Congestion heat map:
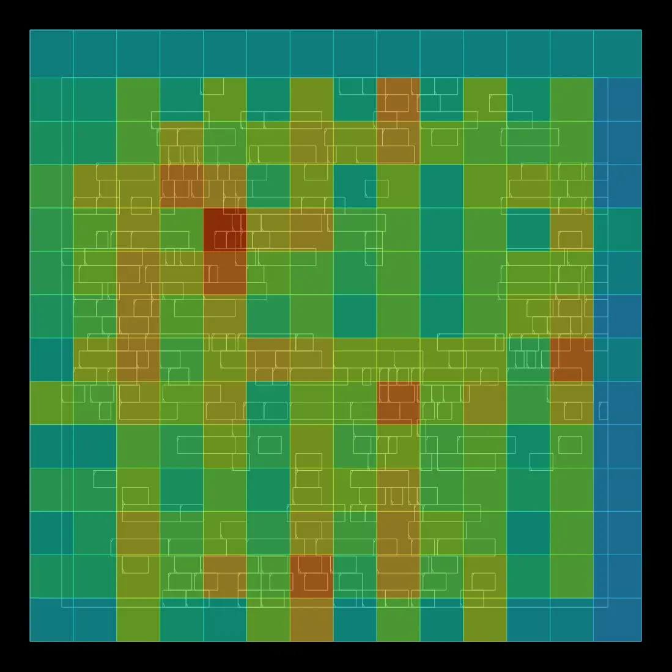
Zoomed window:
Window x 61 to 86, y 12 to 37 µm. Cells in grey, sequential cells in the stronger grey; small squares are vias.
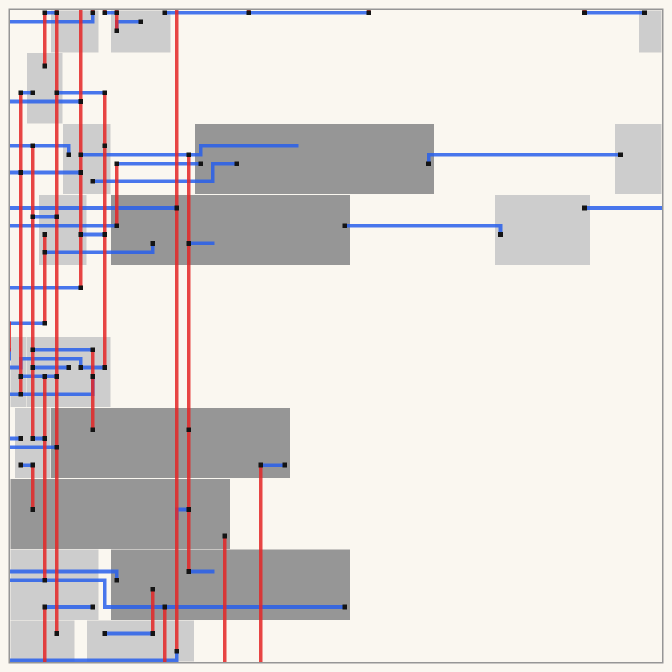
Wiring by layer:
Only two layers are drawn.
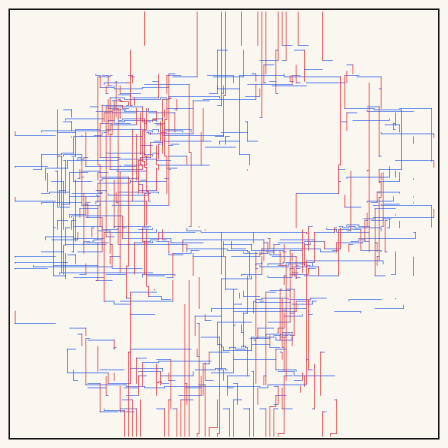
Floorplan with the power grid:
Bar = 20 µm. Pins as bars on the die edge. Tap cells in grey.
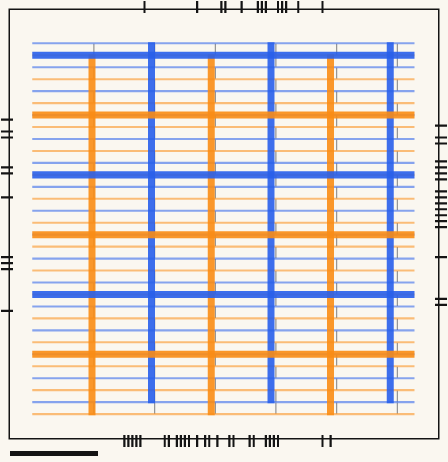
Where the registers sit:
Other sequential cells in the stronger grey, the rest of the logic in the fainter grey.
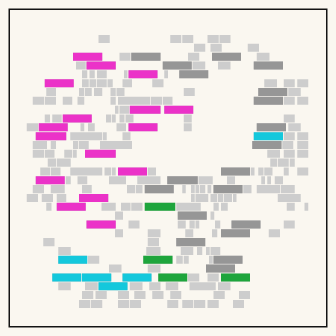
===== src/rtl/dispatch_pkg.sv =====
// dispatch_pkg: shared definitions for the instruction dispatcher.
//   - FSM state encoding
//   - opcode class encoding and opcode range constants
//   - instruction field bit positions
//   - default watchdog length
//   - classify(): maps a 4-bit opcode to its execution class
package dispatch_pkg;

   localparam int unsigned DEFAULT_TIMEOUT_CYCLES = 64;
   localparam int unsigned INSTR_W = 16;

   // Instruction word layout: [15:12] opcode, [11:6] Ri, [5:0] Rj / immediate
   localparam int unsigned OPC_MSB = 15;
   localparam int unsigned OPC_LSB = 12;
   localparam int unsigned RI_MSB  = 11;
   localparam int unsigned RI_LSB  = 6;
   localparam int unsigned RJ_MSB  = 5;
   localparam int unsigned RJ_LSB  = 0;

   localparam logic [3:0] OPC_MOV     = 4'h0;
   localparam logic [3:0] OPC_MOVI    = 4'h1;
   localparam logic [3:0] OPC_ALU_LO  = 4'h2;
   localparam logic [3:0] OPC_ALU_HI  = 4'h7;
   localparam logic [3:0] OPC_ALUI_LO = 4'hA;

   typedef enum logic [2:0] {
      S_IDLE,
      S_DECODE,
      S_ISSUE,
      S_WAIT,
      S_RETIRE
   } state_t;

   typedef enum logic [2:0] {
      CLS_MOV,
      CLS_MOVI,
      CLS_ALU,
      CLS_ALUI,
      CLS_ILLEGAL
   } op_class_t;

   // 0x8 and 0x9 fall through every range check and are illegal.
   function automatic op_class_t classify(input logic [3:0] opc);
      if (opc == OPC_MOV)                             return CLS_MOV;
      if (opc == OPC_MOVI)                            return CLS_MOVI;
      if ((opc >= OPC_ALU_LO) && (opc <= OPC_ALU_HI)) return CLS_ALU;
      if (opc >= OPC_ALUI_LO)                         return CLS_ALUI;
      return CLS_ILLEGAL;
   endfunction

endpackage


===== src/rtl/instr_dispatch_if.sv =====
// instr_dispatch_if: handshake / unit-control bundle of the dispatcher.
//   master : instruction source and execution units (drives run, instr_valid,
//            instr, done_*; observes everything else)
//   slave  : the dispatcher (instr_dispatch)
interface instr_dispatch_if;
   import dispatch_pkg::*;

   logic               run;
   logic               instr_valid;
   logic [INSTR_W-1:0] instr;
   logic               instr_ready;
   logic [3:0]         op_code;
   logic [5:0]         op_ri;
   logic [5:0]         op_rj;
   logic               start_mov;
   logic               start_movi;
   logic               start_alu;
   logic               start_alui;
   logic               done_mov;
   logic               done_movi;
   logic               done_alu;
   logic               done_alui;
   logic               busy;
   logic               retire;
   logic               illegal;
   logic               timeout;
   logic [15:0]        retired_count;

   modport master (
      output run, instr_valid, instr, done_mov, done_movi, done_alu, done_alui,
      input  instr_ready, op_code, op_ri, op_rj,
             start_mov, start_movi, start_alu, start_alui,
             busy, retire, illegal, timeout, retired_count
   );

   modport slave (
      input  run, instr_valid, instr, done_mov, done_movi, done_alu, done_alui,
      output instr_ready, op_code, op_ri, op_rj,
             start_mov, start_movi, start_alu, start_alui,
             busy, retire, illegal, timeout, retired_count
   );

endinterface


===== src/rtl/dispatch_wdog.sv =====
// dispatch_wdog: WAIT-state watchdog counter (built only with DISPATCH_TIMEOUT_EN).
//   clk, reset : clock, asynchronous active-high reset
//   clear      : synchronous clear (asserted the cycle before WAIT is entered)
//   enable     : count one per cycle (asserted while in WAIT)
//   terminal   : count has reached TIMEOUT_CYCLES-1
module dispatch_wdog
   import dispatch_pkg::*;
#(
   parameter int unsigned TIMEOUT_CYCLES = DEFAULT_TIMEOUT_CYCLES
) (
   input  logic clk,
   input  logic reset,
   input  logic clear,
   input  logic enable,
   output logic terminal
);

   localparam int unsigned CW = (TIMEOUT_CYCLES > 1) ? $clog2(TIMEOUT_CYCLES) : 1;

   logic [CW-1:0] count_q;

   always_ff @(posedge clk or posedge reset) begin
      if (reset)       count_q <= '0;
      else if (clear)  count_q <= '0;
      else if (enable) count_q <= count_q + 1'b1;
   end

   assign terminal = (count_q == CW'(TIMEOUT_CYCLES - 1));

endmodule


===== src/rtl/instr_dispatch.sv =====
// instr_dispatch: single-issue instruction dispatcher.
//   Accepts one 16-bit instruction when idle and run=1, decodes the opcode
//   class, pulses the matching unit start for one cycle, waits for that unit's
//   done, then pulses retire and bumps retired_count.
//   Ports: clk, reset (async, active-high), bus (instr_dispatch_if.slave).
//   Parameter TIMEOUT_CYCLES: WAIT cycles before abort (watchdog build only).
//   Macro DISPATCH_TIMEOUT_EN: enables the WAIT watchdog; without it WAIT
//   waits indefinitely and timeout is tied low.
module instr_dispatch
   import dispatch_pkg::*;
#(
   parameter int unsigned TIMEOUT_CYCLES = DEFAULT_TIMEOUT_CYCLES
) (
   input  logic             clk,
   input  logic             reset,
   instr_dispatch_if.slave  bus
);

   if (TIMEOUT_CYCLES < 1) begin : g_bad_cfg
      $error("instr_dispatch: TIMEOUT_CYCLES must be at least 1");
   end

   state_t      state;
   op_class_t   sel_q;
   op_class_t   dec_class;
   logic [3:0]  op_code_q;
   logic [5:0]  op_ri_q;
   logic [5:0]  op_rj_q;
   logic        start_mov_q, start_movi_q, start_alu_q, start_alui_q;
   logic        busy_q, retire_q, illegal_q;
   logic [15:0] count_q;
   logic        accept;
   logic        done_sel;

   assign dec_class = classify(op_code_q);

   // Combinational so a waiting instruction is taken in the first IDLE cycle.
   assign bus.instr_ready = (state == S_IDLE) && bus.run && !reset;
   assign accept          = bus.instr_valid && bus.instr_ready;

   always_comb begin
      done_sel = 1'b0;
      case (sel_q)
         CLS_MOV:  done_sel = bus.done_mov;
         CLS_MOVI: done_sel = bus.done_movi;
         CLS_ALU:  done_sel = bus.done_alu;
         CLS_ALUI: done_sel = bus.done_alui;
         default:  done_sel = 1'b0;
      endcase
   end

`ifdef DISPATCH_TIMEOUT_EN
   logic wdog_term;
   logic timeout_q;

   dispatch_wdog #(.TIMEOUT_CYCLES(TIMEOUT_CYCLES)) u_wdog (
      .clk      (clk),
      .reset    (reset),
      .clear    (state == S_ISSUE),
      .enable   (state == S_WAIT),
      .terminal (wdog_term)
   );

   assign bus.timeout = timeout_q;
`else
   assign bus.timeout = 1'b0;
`endif

   always_ff @(posedge clk or posedge reset) begin
      if (reset) begin
         state        <= S_IDLE;
         sel_q        <= CLS_ILLEGAL;
         op_code_q    <= '0;
         op_ri_q      <= '0;
         op_rj_q      <= '0;
         start_mov_q  <= 1'b0;
         start_movi_q <= 1'b0;
         start_alu_q  <= 1'b0;
         start_alui_q <= 1'b0;
         busy_q       <= 1'b0;
         retire_q     <= 1'b0;
         illegal_q    <= 1'b0;
         count_q      <= '0;
`ifdef DISPATCH_TIMEOUT_EN
         timeout_q    <= 1'b0;
`endif
      end else begin
         // All pulse outputs are high for exactly the one cycle after they are set.
         start_mov_q  <= 1'b0;
         start_movi_q <= 1'b0;
         start_alu_q  <= 1'b0;
         start_alui_q <= 1'b0;
         retire_q     <= 1'b0;
         illegal_q    <= 1'b0;
`ifdef DISPATCH_TIMEOUT_EN
         timeout_q    <= 1'b0;
`endif
         case (state)
            S_IDLE: begin
               if (accept) begin
                  op_code_q <= bus.instr[OPC_MSB:OPC_LSB];
                  op_ri_q   <= bus.instr[RI_MSB:RI_LSB];
                  op_rj_q   <= bus.instr[RJ_MSB:RJ_LSB];
                  busy_q    <= 1'b1;
                  state     <= S_DECODE;
               end
            end
            S_DECODE: begin
               sel_q <= dec_class;
               if (dec_class == CLS_ILLEGAL) begin
                  retire_q  <= 1'b1;
                  illegal_q <= 1'b1;
                  count_q   <= count_q + 16'd1;
                  state     <= S_RETIRE;
               end else begin
                  start_mov_q  <= (dec_class == CLS_MOV);
                  start_movi_q <= (dec_class == CLS_MOVI);
                  start_alu_q  <= (dec_class == CLS_ALU);
                  start_alui_q <= (dec_class == CLS_ALUI);
                  state        <= S_ISSUE;
               end
            end
            S_ISSUE: begin
               state <= S_WAIT;
            end
            S_WAIT: begin
               // done has priority: done on the terminal cycle retires normally.
               if (done_sel) begin
                  retire_q <= 1'b1;
                  count_q  <= count_q + 16'd1;
                  state    <= S_RETIRE;
               end
`ifdef DISPATCH_TIMEOUT_EN
               else if (wdog_term) begin
                  retire_q  <= 1'b1;
                  timeout_q <= 1'b1;
                  count_q   <= count_q + 16'd1;
                  state     <= S_RETIRE;
               end
`endif
            end
            S_RETIRE: begin
               busy_q <= 1'b0;
               state  <= S_IDLE;
            end
            default: state <= S_IDLE;
         endcase
      end
   end

   assign bus.op_code       = op_code_q;
   assign bus.op_ri         = op_ri_q;
   assign bus.op_rj         = op_rj_q;
   assign bus.start_mov     = start_mov_q;
   assign bus.start_movi    = start_movi_q;
   assign bus.start_alu     = start_alu_q;
   assign bus.start_alui    = start_alui_q;
   assign bus.busy          = busy_q;
   assign bus.retire        = retire_q;
   assign bus.illegal       = illegal_q;
   assign bus.retired_count = count_q;

endmodule


===== src/flat_wrapper.sv =====
// flat-port wrapper written by rule: the top's interface ports become plain ports
module instr_dispatch_flat import dispatch_pkg::*;
#(
   parameter int unsigned TIMEOUT_CYCLES = DEFAULT_TIMEOUT_CYCLES
)
  (clk, reset, bus_run, bus_instr_valid, bus_instr, bus_done_mov, bus_done_movi, bus_done_alu, bus_done_alui, bus_instr_ready, bus_op_code, bus_op_ri, bus_op_rj, bus_start_mov, bus_start_movi, bus_start_alu, bus_start_alui, bus_busy, bus_retire, bus_illegal, bus_timeout, bus_retired_count);
  instr_dispatch_if bus_i ();
  input  logic clk;
  input  logic reset;
  input wire logic [$bits(bus_i.run)-1:0] bus_run;
  input wire logic [$bits(bus_i.instr_valid)-1:0] bus_instr_valid;
  input wire logic [$bits(bus_i.instr)-1:0] bus_instr;
  input wire logic [$bits(bus_i.done_mov)-1:0] bus_done_mov;
  input wire logic [$bits(bus_i.done_movi)-1:0] bus_done_movi;
  input wire logic [$bits(bus_i.done_alu)-1:0] bus_done_alu;
  input wire logic [$bits(bus_i.done_alui)-1:0] bus_done_alui;
  output wire logic [$bits(bus_i.instr_ready)-1:0] bus_instr_ready;
  output wire logic [$bits(bus_i.op_code)-1:0] bus_op_code;
  output wire logic [$bits(bus_i.op_ri)-1:0] bus_op_ri;
  output wire logic [$bits(bus_i.op_rj)-1:0] bus_op_rj;
  output wire logic [$bits(bus_i.start_mov)-1:0] bus_start_mov;
  output wire logic [$bits(bus_i.start_movi)-1:0] bus_start_movi;
  output wire logic [$bits(bus_i.start_alu)-1:0] bus_start_alu;
  output wire logic [$bits(bus_i.start_alui)-1:0] bus_start_alui;
  output wire logic [$bits(bus_i.busy)-1:0] bus_busy;
  output wire logic [$bits(bus_i.retire)-1:0] bus_retire;
  output wire logic [$bits(bus_i.illegal)-1:0] bus_illegal;
  output wire logic [$bits(bus_i.timeout)-1:0] bus_timeout;
  output wire logic [$bits(bus_i.retired_count)-1:0] bus_retired_count;
  assign bus_i.run = bus_run;
  assign bus_i.instr_valid = bus_instr_valid;
  assign bus_i.instr = bus_instr;
  assign bus_i.done_mov = bus_done_mov;
  assign bus_i.done_movi = bus_done_movi;
  assign bus_i.done_alu = bus_done_alu;
  assign bus_i.done_alui = bus_done_alui;
  assign bus_instr_ready = bus_i.instr_ready;
  assign bus_op_code = bus_i.op_code;
  assign bus_op_ri = bus_i.op_ri;
  assign bus_op_rj = bus_i.op_rj;
  assign bus_start_mov = bus_i.start_mov;
  assign bus_start_movi = bus_i.start_movi;
  assign bus_start_alu = bus_i.start_alu;
  assign bus_start_alui = bus_i.start_alui;
  assign bus_busy = bus_i.busy;
  assign bus_retire = bus_i.retire;
  assign bus_illegal = bus_i.illegal;
  assign bus_timeout = bus_i.timeout;
  assign bus_retired_count = bus_i.retired_count;
  instr_dispatch #(.TIMEOUT_CYCLES(TIMEOUT_CYCLES)) u_core (.clk(clk), .reset(reset), .bus(bus_i));
endmodule

===== config.mk =====
export PLATFORM = sky130hd
export DESIGN_NAME = instr_dispatch_flat
export DESIGN_NICKNAME = d
export VERILOG_FILES = /design/src/rtl/dispatch_pkg.sv /design/src/rtl/instr_dispatch_if.sv /design/src/rtl/dispatch_wdog.sv /design/src/rtl/instr_dispatch.sv /design/src/flat_wrapper.sv
export SDC_FILE = /design/constraint.sdc
export NUM_CORES = 1
export LEC_CHECK = 0
export ABC_AREA = 0
export ABC_CLOCK_PERIOD_IN_PS = 2100
export CORE_MARGIN = 5
export CORE_UTILIZATION = 27
export CTS_BUF_LIST = sky130_fd_sc_hd__clkbuf_4
export DETAILED_ROUTE_END_ITERATION = 16
export PLACE_DENSITY = 0.62
export SLEW_MARGIN = 0
export SYNTH_ARGS = -nofsm -noshare
export SYNTH_HDL_FRONTEND = slang
export SYNTH_SLANG_ARGS = --single-unit

===== constraint.sdc =====
create_clock -name clk -period 2.1 [get_ports clk]
set_clock_uncertainty 0.15 [all_clocks]
set_input_delay 0.42 -clock clk [delete_from_list [all_inputs] [get_ports clk]]
set_output_delay 0.42 -clock clk [all_outputs]
set_load 0.02 [all_outputs]

==> results.toml <==
# synthesis and place-and-route metrics
[drt]
drc = 0
avgViaCountPerCell = 4.40
final_antenna_net_count = 0
firstDrtPassIters = 4
drt_iter0_drc = 32

[synthesis]
top_cell_area_share_pct = 53.5
synth_flops = 45
netlist_area_um2 = 2060
top_cell = "dfrtp_1"
yosys_area_um2 = 2060
seq_area_frac_synth_pct = 54.7
edf_count = 0
synth_top_flop_cell = "dfrtp_1"

[final_timing]
slew_violations = 0
fin_crit_sh_pct = 97.0
fmax_ghz = 0.491
hold_viol_final = 0
setup_violations = 0

[min_path]
hold_path.class = "in2async"

[setup_path]
worst-path-stages = 1
required_ps = 1530
cp_slowest_stage_delay_ps = 640
crit_family = "buffers and inverters"
critical_path_peak_fanout = 9
endpoint = "bus_retired_count[8]"
ff2ff_path_depth = 5
end_kind = "output pin"

[cts]
clock_path_buffers = 2
worstSkewPairLatency_ps = 350
path_clk_slew_ps = 130
cts.sinks = 45

[die]
chipArea_um2 = 9470

[global_routing]
grt_pass1_wl_um = 7730
grt.overflow.total = 0
first_global_vias = 1511

[run_status]
outcome = "finished clean"

[place]
place_hpwl_um = 3320
place.gp.congestion = 0.771

[power_and_ir_drop]
powerDensity_nw_per_um2 = 1420
p_leak_nw = 1.22

[layout]
area_delta_synth_final_pct = 43.9
diodes = 0
fillers = 688
finalNetCount = 260

[run]
maxCapViolCount = 0
About 'congestion heat map':
GR Util met3: 3.23%
global-route met1 utilization: 13.3%
final core area utilization: 40.4%
gr usage total: 9.99%
DR WL/cell: 13.9 µm

About 'zoomed window':
legend:
  metal 2:
    colour: red
  metal 1:
    colour: blue
cells with their middle in the window: 15
most frequent: dfrtp_1 (5), nor3_1 (2), clkdlybuf4s50_1 (2)
sequential cells in the window: 5

About 'wiring by layer':
legend:
  metal 2:
    colour: red
    wire_length: 2,290 µm
  metal 1:
    colour: blue
    wire_length: 2,110 µm

About 'floorplan with the power grid':
legend:
  VDD:
    colour: blue
  VSS:
    colour: orange
tap cells: 99
met5 straps: 6
rows: 31
met1 rails: 32
signal pins: 65
Die H: 97.3 µm
Peak supply drop: 0.561 mV
core area: 7330 µm²
Die Width: 97.3 µm

About 'where the registers sit':
legend:
  `u_core.bus.op_code`:
    colour: green
    flops: 4
    where: bottom centre
  `u_core.bus.op_ri`:
    colour: cyan
    flops: 6
  `u_core.bus.retired_count`:
    colour: magenta
    flops: 16
not coloured: 19
Seq group: 1.58 mW
FF/Latch Area: 1130 µm²
flop share of the area: 38.2%

-- worst min path at each step --
stage,startpoint,end,slack (ps)
2_1_floorplan,u_core.sel_q[2],u_core.sel_q[2],290
3_3_place_gp,u_core.sel_q[2],u_core.sel_q[2],310
3_5_place_dp,u_core.sel_q[2],u_core.sel_q[2],310
4_1_cts,reset,u_core.bus.op_code[1],310
5_1_grt,reset,u_core.bus.op_rj[2],300
6_report,reset,u_core.bus.op_code[1],300
-- power by group --
group	switching, mW	internal, mW	total (mW)
sequential	0.338	1.24	1.58
combinational	1.13	1.08	2.20
clock	0.268	0.173	0.441
-- repair_timing --
item / in CTS / in global routing
buffers inserted: 0 / 0
endpoints found under the setup margin: 4 / 4
resized: 4 / 5
-- final cells by class --
class | count | area share [%]
Tap cell | 99 | 4.18
Multi-Input combinational cell | 104 | 29.5
Timing Repair Buffer | 75 | 25.6
Clock buffer | 8 | 2.03
Inverter | 4 | 0.507
Sequential cell | 45 | 38.2
-- placed cells by master, fill, tap and decap left out, types with 2 or more instances in the layout --
master,count
clkdlybuf4s50_1,60
dfrtp_1,40
mux2_2,17
xor2_1,15
nand2_1,13
a21oi_1,9
buf_4,9
nand3_1,8
clkbuf_4,8
nor2_1,4
a2111oi_4,4
o21ai_0,4
dfrtp_2,4
inv_1,3
and3_1,3
and4_1,3
nand4_1,3
buf_12,3
a211oi_2,2
nor3_1,2
dlymetal6s2s_1,2
-- state kept, by name, summed over array words and instances (netlist names), 3 cells and up --
signal,count
u_core.bus.op_rj,6
u_core.state,3
u_core.sel_q,3
u_core.bus.retired_count,16
u_core.bus.op_code,4
u_core.bus.op_ri,6
-- through the flow --
stage,cells,setup TNS [ps],hold slack (ps),setup WS (ps),util [%]
6_report,335,0,304,63.2,40.4
5_1_grt,335,0,297,1.92,40.4
4_1_cts,335,0,305,12.6,40.4
3_5_place_dp,327,-790,307,-254,39.5
3_3_place_gp,327,-628,306,-225,39.5
2_1_floorplan,160,0,292,351,-
-- layer usage --
layer	vias up	part of all wire, %	wire length, µm	GRT usage, %
li1	714	-	-	-
met1	721	45	2110	13.3
met2	34	49	2290	15.6
met3	5	4.6	216	3.23
met4	0	1.1	51	2.88
met5	-	0	0	0
-- logic make-up (layout without fill, tap and decap cells) --
| family | Yosys count | after routing | share of synthesized area [%] |
|---|---|---|---|
| xor gates and xnor gates | 15 | 15 | 6.38 |
| buffers and inverters | 11 | 87 | 2.79 |
| DFF | 45 | 45 | 54.7 |
| adders and majority gates | 1 | 1 | 0.607 |
| muxes | 19 | 19 | 11.1 |
| other | 1 | 1 | 0.182 |
| and+or+nand+nor | 45 | 45 | 13.1 |
| AOI/OAI and AO/OA | 23 | 23 | 11.1 |
Power and IR drop assume default switching activity.
